$ cat src/rtl/instr_sequencer.sv
// instr_sequencer: multi-cycle fetch/decode/execute/writeback control FSM.
// Drives the imem fetch handshake, IR latch, PC strobes and regfile write
// enable, and owns the NZP condition-code register used for branches.
// Optional build macro SEQ_STALL_EN adds a stall_in port that freezes the FSM.
module instr_sequencer #(
  parameter int unsigned EXEC_CYCLES = 1,
  parameter int unsigned MEM_TIMEOUT = 15,
  parameter int unsigned CNT_W       = 4
) (
  input  logic       clka,
  input  logic       reset_n_in,
  input  logic       start_in,
  input  logic       imem_ack_in,
  input  logic [3:0] opcode_in,
  input  logic [2:0] nzp_dec_in,
  input  logic       n_alu_in,
  input  logic       z_alu_in,
  input  logic       p_alu_in,
  output logic       imem_req_out,
  output logic       ir_latch_out,
  output logic       pc_inc_out,
  output logic       pc_load_out,
  output logic       reg_we_out,
  output logic [2:0] cc_out,
  output logic [2:0] state_out,
  output logic       halt_out,
  output logic       err_out
`ifdef SEQ_STALL_EN
  ,
  input  logic       stall_in
`endif
);

  typedef enum logic [2:0] {
    S_IDLE   = 3'd0,
    S_FETCH  = 3'd1,
    S_DECODE = 3'd2,
    S_EXEC   = 3'd3,
    S_WB     = 3'd4,
    S_BRANCH = 3'd5,
    S_HALT   = 3'd6,
    S_ERR    = 3'd7
  } state_t;

  state_t           state;
  state_t           state_nxt;
  logic [CNT_W-1:0] exec_cnt;
  logic [CNT_W-1:0] to_cnt;
  logic             wr_q;
  logic [2:0]       nzp_q;
  logic [2:0]       cc_q;
  logic [2:0]       alu_flags;
  logic             flags_onehot;
  logic             taken;
  logic             stall;

`ifdef SEQ_STALL_EN
  assign stall = stall_in;
`else
  assign stall = 1'b0;
`endif

  assign alu_flags    = {n_alu_in, z_alu_in, p_alu_in};
  assign flags_onehot = $onehot(alu_flags);
  assign taken        = |(cc_q & nzp_q);
  assign state_out    = state;
  assign cc_out       = cc_q;

  // State register; a stall freezes the FSM, reset still wins
  always_ff @(posedge clka) begin
    if (!reset_n_in) begin
      state <= S_IDLE;
    end else if (!stall) begin
      state <= state_nxt;
    end
  end

  // Next-state logic
  always_comb begin
    state_nxt = state;
    case (state)
      S_IDLE:   if (start_in) state_nxt = S_FETCH;
      S_FETCH: begin
        if (imem_ack_in) begin
          state_nxt = S_DECODE;
        end else if (to_cnt == CNT_W'(MEM_TIMEOUT - 1)) begin
          state_nxt = S_ERR;
        end
      end
      S_DECODE: begin
        if (opcode_in == 4'b0000) begin
          state_nxt = S_BRANCH;
        end else if (opcode_in == 4'b1111) begin
          state_nxt = S_HALT;
        end else begin
          state_nxt = S_EXEC;
        end
      end
      S_EXEC:   if (exec_cnt == '0) state_nxt = S_WB;
      S_WB:     state_nxt = S_FETCH;
      S_BRANCH: state_nxt = S_FETCH;
      S_HALT:   state_nxt = S_HALT;
      S_ERR:    state_nxt = S_ERR;
      default:  state_nxt = S_IDLE;
    endcase
  end

  // Counters, captured decode fields and condition codes
  always_ff @(posedge clka) begin
    if (!reset_n_in) begin
      exec_cnt <= '0;
      to_cnt   <= '0;
      wr_q     <= 1'b0;
      nzp_q    <= 3'b000;
      cc_q     <= 3'b010;
    end else if (!stall) begin
      // Held at zero outside FETCH so every fetch starts a fresh count
      if (state != S_FETCH) begin
        to_cnt <= '0;
      end else if (!imem_ack_in) begin
        to_cnt <= to_cnt + CNT_W'(1);
      end

      if (state == S_DECODE) begin
        wr_q     <= ~opcode_in[3];
        nzp_q    <= nzp_dec_in;
        exec_cnt <= CNT_W'(EXEC_CYCLES - 1);
      end else if (state == S_EXEC && exec_cnt != '0) begin
        exec_cnt <= exec_cnt - CNT_W'(1);
      end

      // Ambiguous flag sets (none or several) leave the codes alone
      if (state == S_WB && wr_q && flags_onehot) begin
        cc_q <= alu_flags;
      end
    end
  end

  // Strobe decode; PC/IR/regfile strobes are masked during a stall
  always_comb begin
    imem_req_out = 1'b0;
    ir_latch_out = 1'b0;
    pc_inc_out   = 1'b0;
    pc_load_out  = 1'b0;
    reg_we_out   = 1'b0;
    halt_out     = 1'b0;
    err_out      = 1'b0;
    case (state)
      S_FETCH: begin
        imem_req_out = 1'b1;
        ir_latch_out = imem_ack_in & ~stall;
      end
      S_WB: begin
        pc_inc_out = ~stall;
        reg_we_out = wr_q & ~stall;
      end
      S_BRANCH: begin
        pc_load_out = taken & ~stall;
        pc_inc_out  = ~taken & ~stall;
      end
      S_HALT:  halt_out = 1'b1;
      S_ERR:   err_out  = 1'b1;
      default: ;
    endcase
  end

endmodule

$ cat config.mk
export PLATFORM = sky130hd
export DESIGN_NAME = instr_sequencer
export DESIGN_NICKNAME = d
export VERILOG_FILES = /design/src/rtl/instr_sequencer.sv
export SDC_FILE = /design/constraint.sdc
export NUM_CORES = 1
export LEC_CHECK = 0
export ABC_AREA = 1
export CAP_MARGIN = 20
export CORE_MARGIN = 1.5
export CORE_UTILIZATION = 47
export DETAILED_ROUTE_END_ITERATION = 7
export PLACE_DENSITY = 0.82
export SYNTH_ARGS = -nofsm -noshare
export SYNTH_HDL_FRONTEND = slang
export SYNTH_SLANG_ARGS = --single-unit
$ cat constraint.sdc
create_clock -name clka -period 1.5 [get_ports clka]
set_input_delay 0.375 -clock clka [delete_from_list [all_inputs] [get_ports clka]]
set_output_delay 0.375 -clock clka [all_outputs]
set_load 0.005 [all_outputs]
### Congestion heat map

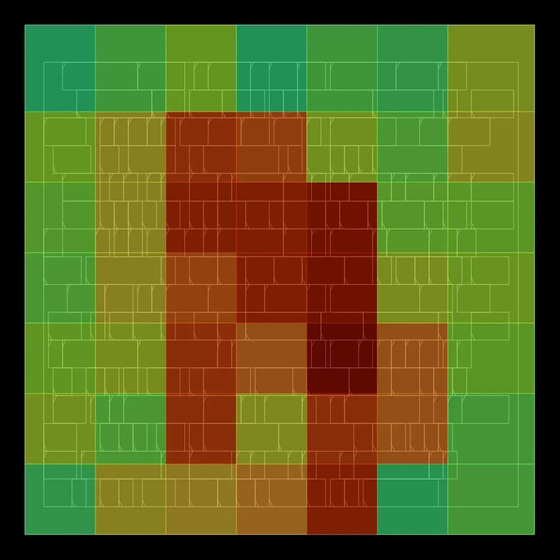
Final Util: 84.2%
GR Util All Layers: 28.7%
met1 Use GR: 29.3%
wire per inst: 14.5 um
grt peak-use layer: met2

### Sequential cells grouped by signal name

The bar under the picture is 10 um long.
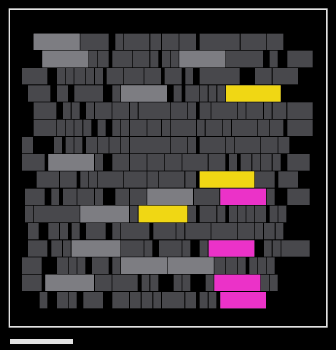
- `state_out`: yellow (flops 3)
- `exec_cnt`: magenta (flops 4; where south-east)
- not colored: 11
Seq/total area: 21.9%
total sequential power: 546 uW
register area: 373 um2

### Placement by cell class

The bar under the picture is 10 um long.
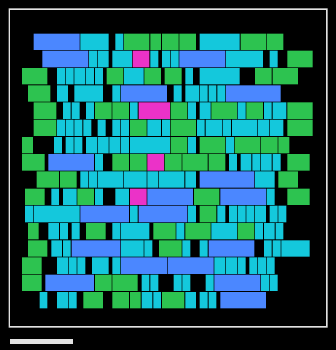
- combinational and other logic: cyan (cells 136; share of their area 43%)
- other buffers and delay cells: green (cells 61; share of their area 32%)
- flops: blue (cells 18; share of their area 22%)
- clock drivers and dummy loads: magenta (cells 4; share of their area 2.2%)

==> cells in the mapped netlist <==
master,n
a211oi_1,1
a21oi_1,6
buf_6,2
clkbuf_1,1
clkinv_1,1
dfxtp_1,18
fa_1,1
ha_1,3
inv_1,24
inv_2,2
nand2_1,37
nand2_2,2
nand3_1,12
nand4_1,1
nor2_1,28
nor2_2,3
nor2_4,1
nor3_1,1
nor3_4,1
o211ai_1,1
o21ai_0,7
o21bai_1,1
xnor2_1,2
xor2_1,1
==> sequential cells by signal (all words and copies together) (netlist names) <==
signal     flops
cc_out         3
exec_cnt       4
nzp_q          3
state_out      3
to_cnt         4
wr_q           1
==> per-stage QoR <==
stage | instances | TNS, ps | setup slack (ps) | area (um2)
3_5_place_dp | 226 | -2590 | -461 | 1440
3_3_place_gp | 226 | -2300 | -410 | 1440
2_1_floorplan | 157 | 0 | 125 | 1030
6_report | 246 | -750 | -217 | 1700
4_1_cts | 241 | -766 | -196 | 1610
5_1_grt | 246 | -1300 | -285 | 1700
==> area by class of cell <==
cell class	count	share of cell area, %
inverters	27	6.03
well taps	27	1.99
flip-flops and latches	18	21.9
multi-input cells	109	36.5
repair buffers	61	31.5
clock buffers	4	2.13
==> worst paths after layout <==
check	endpoint	start	slack, ps	depth (start not counted)
setup / recovery	ir_latch_out	state_out[1]$_SDFFE_PN0P_	-220	6
hold / removal	cc_out[0]$_SDFFE_PN0P_	p_alu_in	480	3
setup reg to reg	state_out[1]$_SDFFE_PN0P_	state_out[2]$_SDFFE_PN0P_	30	9
hold reg to reg	exec_cnt[1]$_SDFFE_PP0N_	exec_cnt[1]$_SDFFE_PP0N_	490	2
==> worst max-delay path: stages, from the launching register on <==
cell,delay (ps)
dfxtp_4,380
buf_6,120
buf_6,110
nor2_4,130
nand2_1,70
nor2_1,100
buf_2,120
==> notes.md <==
run metrics: status finished, violations left, failing checks setup timing, and+or+nand+nor area frac 36.2%, io pins 27, Pleak 0.878 nW, yosys stat chip area 0.00103 mm2, Clk pwr share 21.1%, drt first pass iters 5, share of the synthesized area in the top cell type 34.9%, Die W 49.9 um, Post-Syn Instances 157, RSZ-0062 raised after global routing true, initial core utilization 51.1%, logic area 621 um2, vias in the first global route 1222, vias per inst 5.31, clk pwr 320 uW, yosys stat cell total 157, Synth warnings 0, Comb power 651 uW, Max Cap Violations 0, clock sinks 18, Latency at later pin 310 ps, Complex Gates by Area 8.47%, Num CTS Buffers 3, Sw Share 34.2%, post-cts sizing count 68, dominant cell type by area after synthesis dfxtp_1, Max power group combinational logic, kind of critical path register to output port, drt initial violations 57, clock skew 9.58 ps, uppermost layer routed met4, CP Max Fanout 4, Max-slew headroom 82.3%, Multiplexer share 0%, Filler cells 114, Hold Vio Cnt, Final 0, Cell Int Power 998 uW, Setup WS post-layout -217 ps, met2 Use GR 52.7%, hold_buf cts 0, ys flops 18, met1 WL 1410 um, largest net degree at the start of global routing 11, initial antenna violation count 0, Die Height 49.9 um, antenna viol nets, final 0, Final setup viols 8, top comb family, area simple AND/OR/NAND/NOR gates, # H-tree levels 1, met2 wire len 1850 um, capturing element type of the critical path output port, routed wire length on met3 226 um, Detailed Place HPWL 1960 um, Top Layout Cells nand2_1 (35), nor2_1 (27), buf_4 (24), inv_1 (19), buf_6 (15), Combinational Power Share 42.9%, first-pass GRT wire length 5330 um, OpenROAD warnings 29, global route overflow 0, Root Buffer clkbuf_4, Total Power 1.52 mW, WP data arrival 1340 ps, Worst IR Drop VDD 0.000757 V
Power figures rest on the tool's default switching activity, not on a simulated workload.
